File: config.mk
export PLATFORM = sky130hd
export DESIGN_NAME = cost_accumulator_flat
export DESIGN_NICKNAME = d
export VERILOG_FILES = /design/src/rtl/cost_accumulator_if.sv /design/src/rtl/cost_accumulator.sv /design/src/flat_wrapper.sv
export SDC_FILE = /design/constraint.sdc
export NUM_CORES = 1
export LEC_CHECK = 0
export ABC_AREA = 1
export CAP_MARGIN = 40
export CORE_MARGIN = 8
export CORE_UTILIZATION = 60
export DETAILED_ROUTE_END_ITERATION = 8
export PLACE_DENSITY = 0.9
export SLEW_MARGIN = 25
export SYNTH_ARGS = -nofsm -noshare
export SYNTH_HDL_FRONTEND = slang
export SYNTH_SLANG_ARGS = --single-unit
File: constraint.sdc
create_clock -name clock -period 12.5 [get_ports clock]
set_clock_uncertainty 0.15 [all_clocks]
set_input_delay 2.5 -clock clock [delete_from_list [all_inputs] [get_ports clock]]
set_output_delay 2.5 -clock clock [all_outputs]
set_load 0.005 [all_outputs]
File: src/rtl/cost_accumulator_if.sv
// Sample-in / cost-out bundle between the perceptron output stage and the cost accumulator.
interface cost_accumulator_if #(
  parameter int OUTPUT_SZ = 1,
  parameter int QN        = 6,
  parameter int QM        = 11,
  parameter int ERR_W     = 16
);
  localparam int BITWIDTH = QN + QM + 1;

  logic                            dataValid;
  logic [OUTPUT_SZ*BITWIDTH-1:0]   outputVec;
  logic [OUTPUT_SZ-1:0]            target;
  logic                            clearErr;
  logic                            busy;
  logic                            newCostFunc;
  logic [BITWIDTH-1:0]             costFunc;
  logic [ERR_W-1:0]                errCount;

  modport master (
    output dataValid, outputVec, target, clearErr,
    input  busy, newCostFunc, costFunc, errCount
  );

  modport slave (
    input  dataValid, outputVec, target, clearErr,
    output busy, newCostFunc, costFunc, errCount
  );
endinterface

File: src/rtl/cost_accumulator.sv
// PLAN-sigmoid squared-error cost over OUTPUT_SZ channels and WINDOW samples, plus a bit-error count.
// Report lands OUTPUT_SZ+3 cycles after dataValid (WINDOW=1); dataValid while busy is dropped.
module cost_accumulator #(
  parameter int OUTPUT_SZ = 1,
  parameter int QN        = 6,
  parameter int QM        = 11,
  parameter int WINDOW    = 1,
  parameter int ERR_W     = 16
) (
  input logic               clock,
  input logic               reset,
  cost_accumulator_if.slave bus
);
  localparam int BITWIDTH = QN + QM + 1;
  localparam int CH_W     = (OUTPUT_SZ > 1) ? $clog2(OUTPUT_SZ) : 1;
  localparam int SMP_W    = (WINDOW > 1) ? $clog2(WINDOW) : 1;
  localparam int Y_W      = QM + 1;
  localparam int D_W      = QM + 2;

  localparam logic [BITWIDTH-1:0] A_FIVE  = BITWIDTH'(5 * 2**QM);
  localparam logic [BITWIDTH-1:0] A_2P375 = BITWIDTH'(19 * 2**(QM-3));
  localparam logic [BITWIDTH-1:0] A_ONE   = BITWIDTH'(2**QM);
  localparam logic [Y_W-1:0]      Y_ONE   = Y_W'(2**QM);
  localparam logic [Y_W-1:0]      Y_HALF  = Y_W'(2**(QM-1));
  localparam logic [Y_W-1:0]      C_HIGH  = Y_W'(27 * 2**(QM-5));
  localparam logic [Y_W-1:0]      C_MID   = Y_W'(5 * 2**(QM-3));

  typedef enum logic [1:0] {IDLE, RUN, DRAIN, REPORT} stateT;

  stateT                         state;
  logic [CH_W-1:0]               ch;
  logic [SMP_W-1:0]              sampleCnt;
  logic                          drainCnt;
  logic [OUTPUT_SZ*BITWIDTH-1:0] vecReg;
  logic [OUTPUT_SZ-1:0]          tgtReg;
  logic [BITWIDTH-1:0]           acc;

  logic signed [BITWIDTH-1:0]    xCur;
  logic [BITWIDTH-1:0]           aCur;
  logic [Y_W-1:0]                yMag;
  logic [Y_W-1:0]                yCur;
  logic                          tgtCur;

  logic                          s1Vld;
  logic [Y_W-1:0]                s1Y;
  logic                          s1Tgt;
  logic                          s2Vld;
  logic [Y_W-1:0]                s2Sq;

  logic signed [D_W-1:0]         dVal;
  logic signed [2*D_W-1:0]       prod;
  logic [Y_W-1:0]                sqVal;
  logic                          miss;
  logic [BITWIDTH:0]             accSum;
  logic [BITWIDTH-1:0]           accSat;

  // Negating the most negative code leaves 2^(BITWIDTH-1) unsigned, which lands in the a>=5 band.
  always_comb begin
    xCur   = $signed(vecReg[int'(ch)*BITWIDTH +: BITWIDTH]);
    tgtCur = tgtReg[ch];
    aCur   = xCur[BITWIDTH-1] ? BITWIDTH'(-xCur) : BITWIDTH'(xCur);
    if (aCur >= A_FIVE)
      yMag = Y_ONE;
    else if (aCur >= A_2P375)
      yMag = Y_W'(aCur >> 5) + C_HIGH;
    else if (aCur >= A_ONE)
      yMag = Y_W'(aCur >> 3) + C_MID;
    else
      yMag = Y_W'(aCur >> 2) + Y_HALF;
    yCur = xCur[BITWIDTH-1] ? (Y_ONE - yMag) : yMag;
  end

  always_comb begin
    dVal   = $signed({1'b0, s1Y}) - (s1Tgt ? $signed({1'b0, Y_ONE}) : $signed(D_W'(0)));
    prod   = dVal * dVal;
    sqVal  = Y_W'(prod >>> QM);
    miss   = (s1Y >= Y_HALF) != s1Tgt;
    accSum = {1'b0, acc} + (BITWIDTH+1)'(s2Sq);
    accSat = accSum[BITWIDTH] ? '1 : accSum[BITWIDTH-1:0];
  end

  always_ff @(posedge clock) begin
    if (!reset) begin
      state           <= IDLE;
      ch              <= '0;
      sampleCnt       <= '0;
      drainCnt        <= 1'b0;
      vecReg          <= '0;
      tgtReg          <= '0;
      acc             <= '0;
      bus.busy        <= 1'b0;
      bus.newCostFunc <= 1'b0;
      bus.costFunc    <= '0;
    end else begin
      bus.newCostFunc <= 1'b0;
      if (s2Vld)
        acc <= accSat;
      case (state)
        IDLE: begin
          if (bus.dataValid) begin
            vecReg   <= bus.outputVec;
            tgtReg   <= bus.target;
            ch       <= '0;
            bus.busy <= 1'b1;
            state    <= RUN;
          end
        end
        RUN: begin
          if (int'(ch) == OUTPUT_SZ - 1) begin
            drainCnt <= 1'b0;
            state    <= DRAIN;
          end else begin
            ch <= ch + 1'b1;
          end
        end
        DRAIN: begin
          if (drainCnt) begin
            if (int'(sampleCnt) == WINDOW - 1) begin
              state <= REPORT;
            end else begin
              sampleCnt <= sampleCnt + 1'b1;
              bus.busy  <= 1'b0;
              state     <= IDLE;
            end
          end else begin
            drainCnt <= 1'b1;
          end
        end
        REPORT: begin
          bus.costFunc    <= acc;
          bus.newCostFunc <= 1'b1;
          acc             <= '0;
          sampleCnt       <= '0;
          bus.busy        <= 1'b0;
          state           <= IDLE;
        end
        default: state <= IDLE;
      endcase
    end
  end

  always_ff @(posedge clock) begin
    if (!reset) begin
      s1Vld        <= 1'b0;
      s1Y          <= '0;
      s1Tgt        <= 1'b0;
      s2Vld        <= 1'b0;
      s2Sq         <= '0;
      bus.errCount <= '0;
    end else begin
      s1Vld <= (state == RUN);
      s1Y   <= yCur;
      s1Tgt <= tgtCur;
      s2Vld <= s1Vld;
      s2Sq  <= sqVal;
      if (bus.clearErr)
        bus.errCount <= '0;
      else if (s1Vld && miss && bus.errCount != {ERR_W{1'b1}})
        bus.errCount <= bus.errCount + 1'b1;
    end
  end
endmodule

File: src/flat_wrapper.sv
// flat-port wrapper written by rule: the top's interface ports become plain ports
module cost_accumulator_flat 
#(
  parameter int OUTPUT_SZ = 1,
  parameter int QN        = 6,
  parameter int QM        = 11,
  parameter int WINDOW    = 1,
  parameter int ERR_W     = 16
)
  (clock, reset, bus_dataValid, bus_outputVec, bus_target, bus_clearErr, bus_busy, bus_newCostFunc, bus_costFunc, bus_errCount);
  cost_accumulator_if #(.OUTPUT_SZ(OUTPUT_SZ), .QN(QN), .QM(QM), .ERR_W(ERR_W)) bus_i ();
  input logic clock;
  input logic reset;
  input wire logic [$bits(bus_i.dataValid)-1:0] bus_dataValid;
  input wire logic [$bits(bus_i.outputVec)-1:0] bus_outputVec;
  input wire logic [$bits(bus_i.target)-1:0] bus_target;
  input wire logic [$bits(bus_i.clearErr)-1:0] bus_clearErr;
  output wire logic [$bits(bus_i.busy)-1:0] bus_busy;
  output wire logic [$bits(bus_i.newCostFunc)-1:0] bus_newCostFunc;
  output wire logic [$bits(bus_i.costFunc)-1:0] bus_costFunc;
  output wire logic [$bits(bus_i.errCount)-1:0] bus_errCount;
  assign bus_i.dataValid = bus_dataValid;
  assign bus_i.outputVec = bus_outputVec;
  assign bus_i.target = bus_target;
  assign bus_i.clearErr = bus_clearErr;
  assign bus_busy = bus_i.busy;
  assign bus_newCostFunc = bus_i.newCostFunc;
  assign bus_costFunc = bus_i.costFunc;
  assign bus_errCount = bus_i.errCount;
  cost_accumulator #(.OUTPUT_SZ(OUTPUT_SZ), .QN(QN), .QM(QM), .WINDOW(WINDOW), .ERR_W(ERR_W)) u_core (.clock(clock), .reset(reset), .bus(bus_i));
endmodule
Fig. 1: run 1, register map, names as in the netlist
The bar under the picture is 50 µm long. Other sequential cells in the stronger gray, the rest of the logic in the fainter gray.
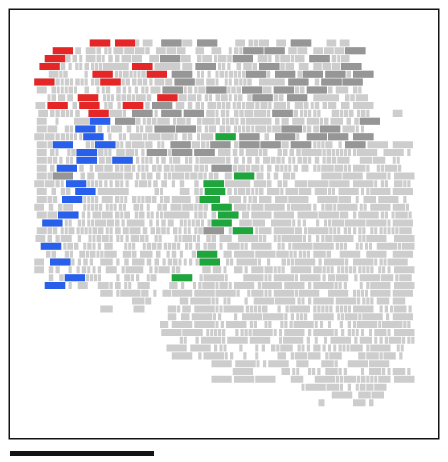
[`u_core.vecReg`] blue | sequential cells: 18
[`u_core.bus.errCount`] red | sequential cells: 16 | where: upper left
[`u_core.s1Y`] green | sequential cells: 12 | where: center

Fig. 2: run 1, signal metal coverage by tile
The bar under the picture is 50 µm long. 30 x 30 tiles, from dark blue (low) to red (high), scaled to the fullest tile. Values are wire area over tile area, all layers added.
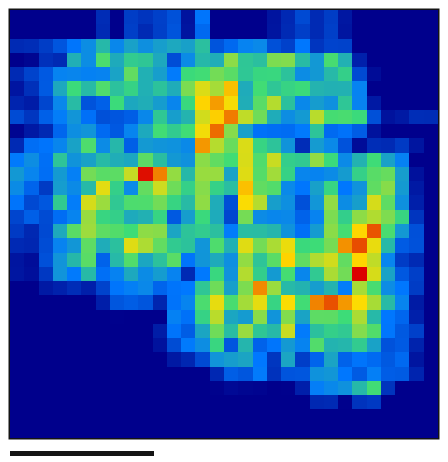
tiles over half the peak: 18%
fullest tile: 0.65
emptiest ninth of the die: lower left
nearly empty tiles: 28%

==> reports/qor.txt, run 1 <==
Reg-to-Reg End: u_core.s2Sq[11]
Worst EP arrival: 6640 ps
LEAKAGE: 6.013 nW
Unique masters post-synth: 48
Power Dens Cells: 176.4 nW/µm²
Combinational power: 0.00130 W
Unrepaired setup endpoints after global routing: no
TritonCTS clock tree: yes
Met1 GRT Util: 24.50%
Number of port buffers: 58
Final #Nets: 1639
Setup crit end: u_core.s2Sq[11]
Most frequent cells in the layout: 300 x inv_1, 227 x nand2_1, 124 x fa_1
Status: finished clean
Synth Warn #: 0
Clk power: 0.000284 W
Sum Neg Setup Slack: 0 ps
Worst hold-check path type: flip-flop to flip-flop
Area fraction in mux cells: 0%
DR top layer: met4
Die width: 148.8 µm
Number of synthesized flops with an enable pin: 0
Global routing's busiest layer: met2
Fig. 3: run 1, signal wires by layer
The bar under the picture is 50 µm long.
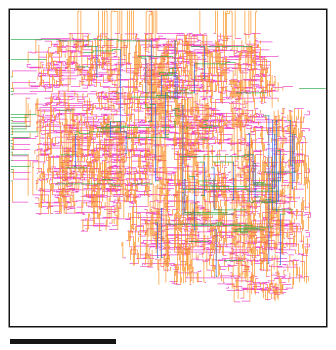
[met3] green | wire length: 985 µm
[met4] blue | wire length: 837 µm
[met2] orange | wire length: 12000 µm
[met1] magenta | wire length: 9240 µm
detailed-route via count: 8752
Total GRT Usage: 21.56%
Detailed Route WL: 23090 µm
DR WL/cell: 14.16 µm

-- run 1: cell type report --
class | count | area, µm²
clock inverter | 5 | 65.06
sequential | 103 | 2062
multi-input combinational | 917 | 7214
inverter | 307 | 1152
clock buffer | 11 | 232.7
timing repair buffer | 63 | 625.6
tap | 225 | 281.5
fill | 1334 | 5663
-- run 1: worst max-delay path: stages (launching register included) --
cell and delay, ps:
dfxtp_1 320, inv_1 50, ha_1 490, clkinv_1 480, nor2_1 290, xor2_1 100
ha_1 300, inv_1 60, fa_1 520, inv_1 50, fa_1 510, fa_1 530
fa_1 550, inv_1 60, fa_1 500, inv_1 40, ha_1 340, nand2_1 90
inv_1 40, nand2_1 50, nand2_1 90, a21o_1 210, a21boi_0 290, o21ai_0 150
a21oi_1 160
--- run 2 (diff from run 1) ---
Clock period 12.5 ns to 6.2 ns, I/O delays scaled along.
==> reports/qor.txt, run 2 <==
Status: finished clean
Most common cell on crit path: nand2_1
Number of synthesized flops with an enable pin: 0 (unchanged)
Total GRT Usage: 22.60% (+1.0 points)
Req. time, crit path: 6320 ps
Place WS: 280.5 ps
Area fraction in mux cells: 0% (unchanged)
DR top layer: met4
Die width: 148.8 µm (unchanged)
Comb area: 7219 µm² (about the same)
Synth Warn #: 0 (unchanged)
Inverter count: 307 (unchanged)
CP max-delay cell: fa_1
Comb gates: 917 (unchanged)
LEAKAGE: 6.080 nW (+1.1%)
Sum Neg Setup Slack: 0 ps (unchanged)
FILL cells: 1299 (-2.6%)
Detailed-route via count: 8771 (+0.22%)
Signal buffers: 75 (+19%)
Seq/total area: 17.58% (-0.14 points)
Crit. path cell count: 25 (+4.2%)
Final core utilization: 67.85%
Tapcells: 225 (unchanged)
Largest class: multi-input combinational cells
Reg-to-Reg End: u_core.s2Sq[9]
Cell family contributing the most delay on the critical path: adder cells
Vias/cell: 5.338
Number of clock buffers in the layout: 9 (-2)
TritonCTS clock tree: yes
Worst Path Buf+Inv: 3 (-4)
Final #Nets: 1651 (+0.73%)
Most frequent cells in the layout: 300 x inv_1, 227 x nand2_1, 123 x fa_1
Initial DRC count: 701
Unique masters post-synth: 48 (unchanged)
Reg area: 2063 µm² (about the same)
Detailed Route WL: 23910 µm (+3.6%)
Global routing's busiest layer: met2
Met2 routed WL: 12420 µm
Clock-cell share: 2.516% (-0.043 points)
Met1 GRT Util: 25.74% (+1.2 points)
Setup crit end: u_core.s2Sq[9]
Seq cells: 103 (unchanged)
Final Hold Vio Count: 0
Buffering overhead: 6.163% (+0.79 points)
Comb area share: 61.52% (-0.49 points)
CP max stage delay: 540 ps (about the same)
Fin crit share: 94.17%
Worst hold-check path type: flip-flop to flip-flop
Number of port buffers: 58 (unchanged)
==> run 2: report_power, final <==
part / internal (W) / total (W) / switching (W)
Sequential: 0.000777 / 0.000904 / 0.000127
Combinational: 0.000995 / 0.00273 / 0.00173
Clock: 0.000285 / 0.000562 / 0.000278
Total: 0.00206 / 0.00420 / 0.00214
==> run 2: stage by stage <==
step | instance area (µm²) | hold slack [ps] | power [W]
6_report | 11740 | 290.4 | 0.004196
5_1_grt | 11740 | 306.1 | 0.004639
2_1_floorplan | 10590 | 257.5 | 0.002992
4_1_cts | 11710 | 291.8 | 0.004165
3_3_place_gp | 11400 | 277.2 | 0.003453
3_5_place_dp | 11410 | 282.0 | 0.003567
Fig. 4: run 2, cells colored by class
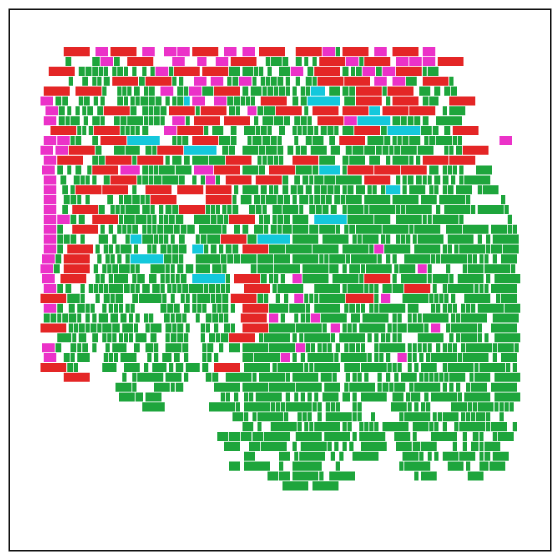
[other buffers and delay cells] magenta | cells: 75
[clock drivers and dummy loads] cyan | cells: 16
[all other logic] green | cells: 1224
[flops] red | cells: 103

Fig. 5: run 2, signal metal coverage by tile
The bar under the picture is 50 µm long. 30 x 30 tiles, from dark blue (low) to red (high), scaled to the fullest tile. Values are wire area over tile area, all layers added.
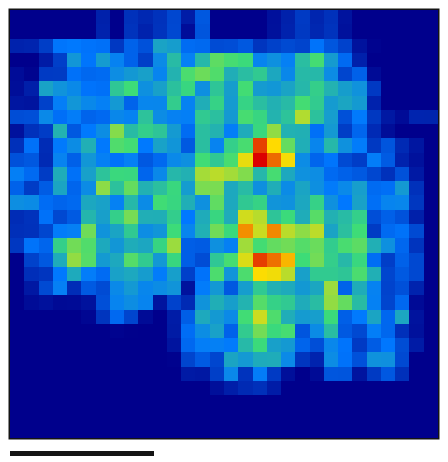
emptiest ninth of the die: lower left
mean over tiles: 0.17
densest ninth of the die: center
tiles over half the peak: 9.4%

Power is estimated from default activity; no workload was simulated.
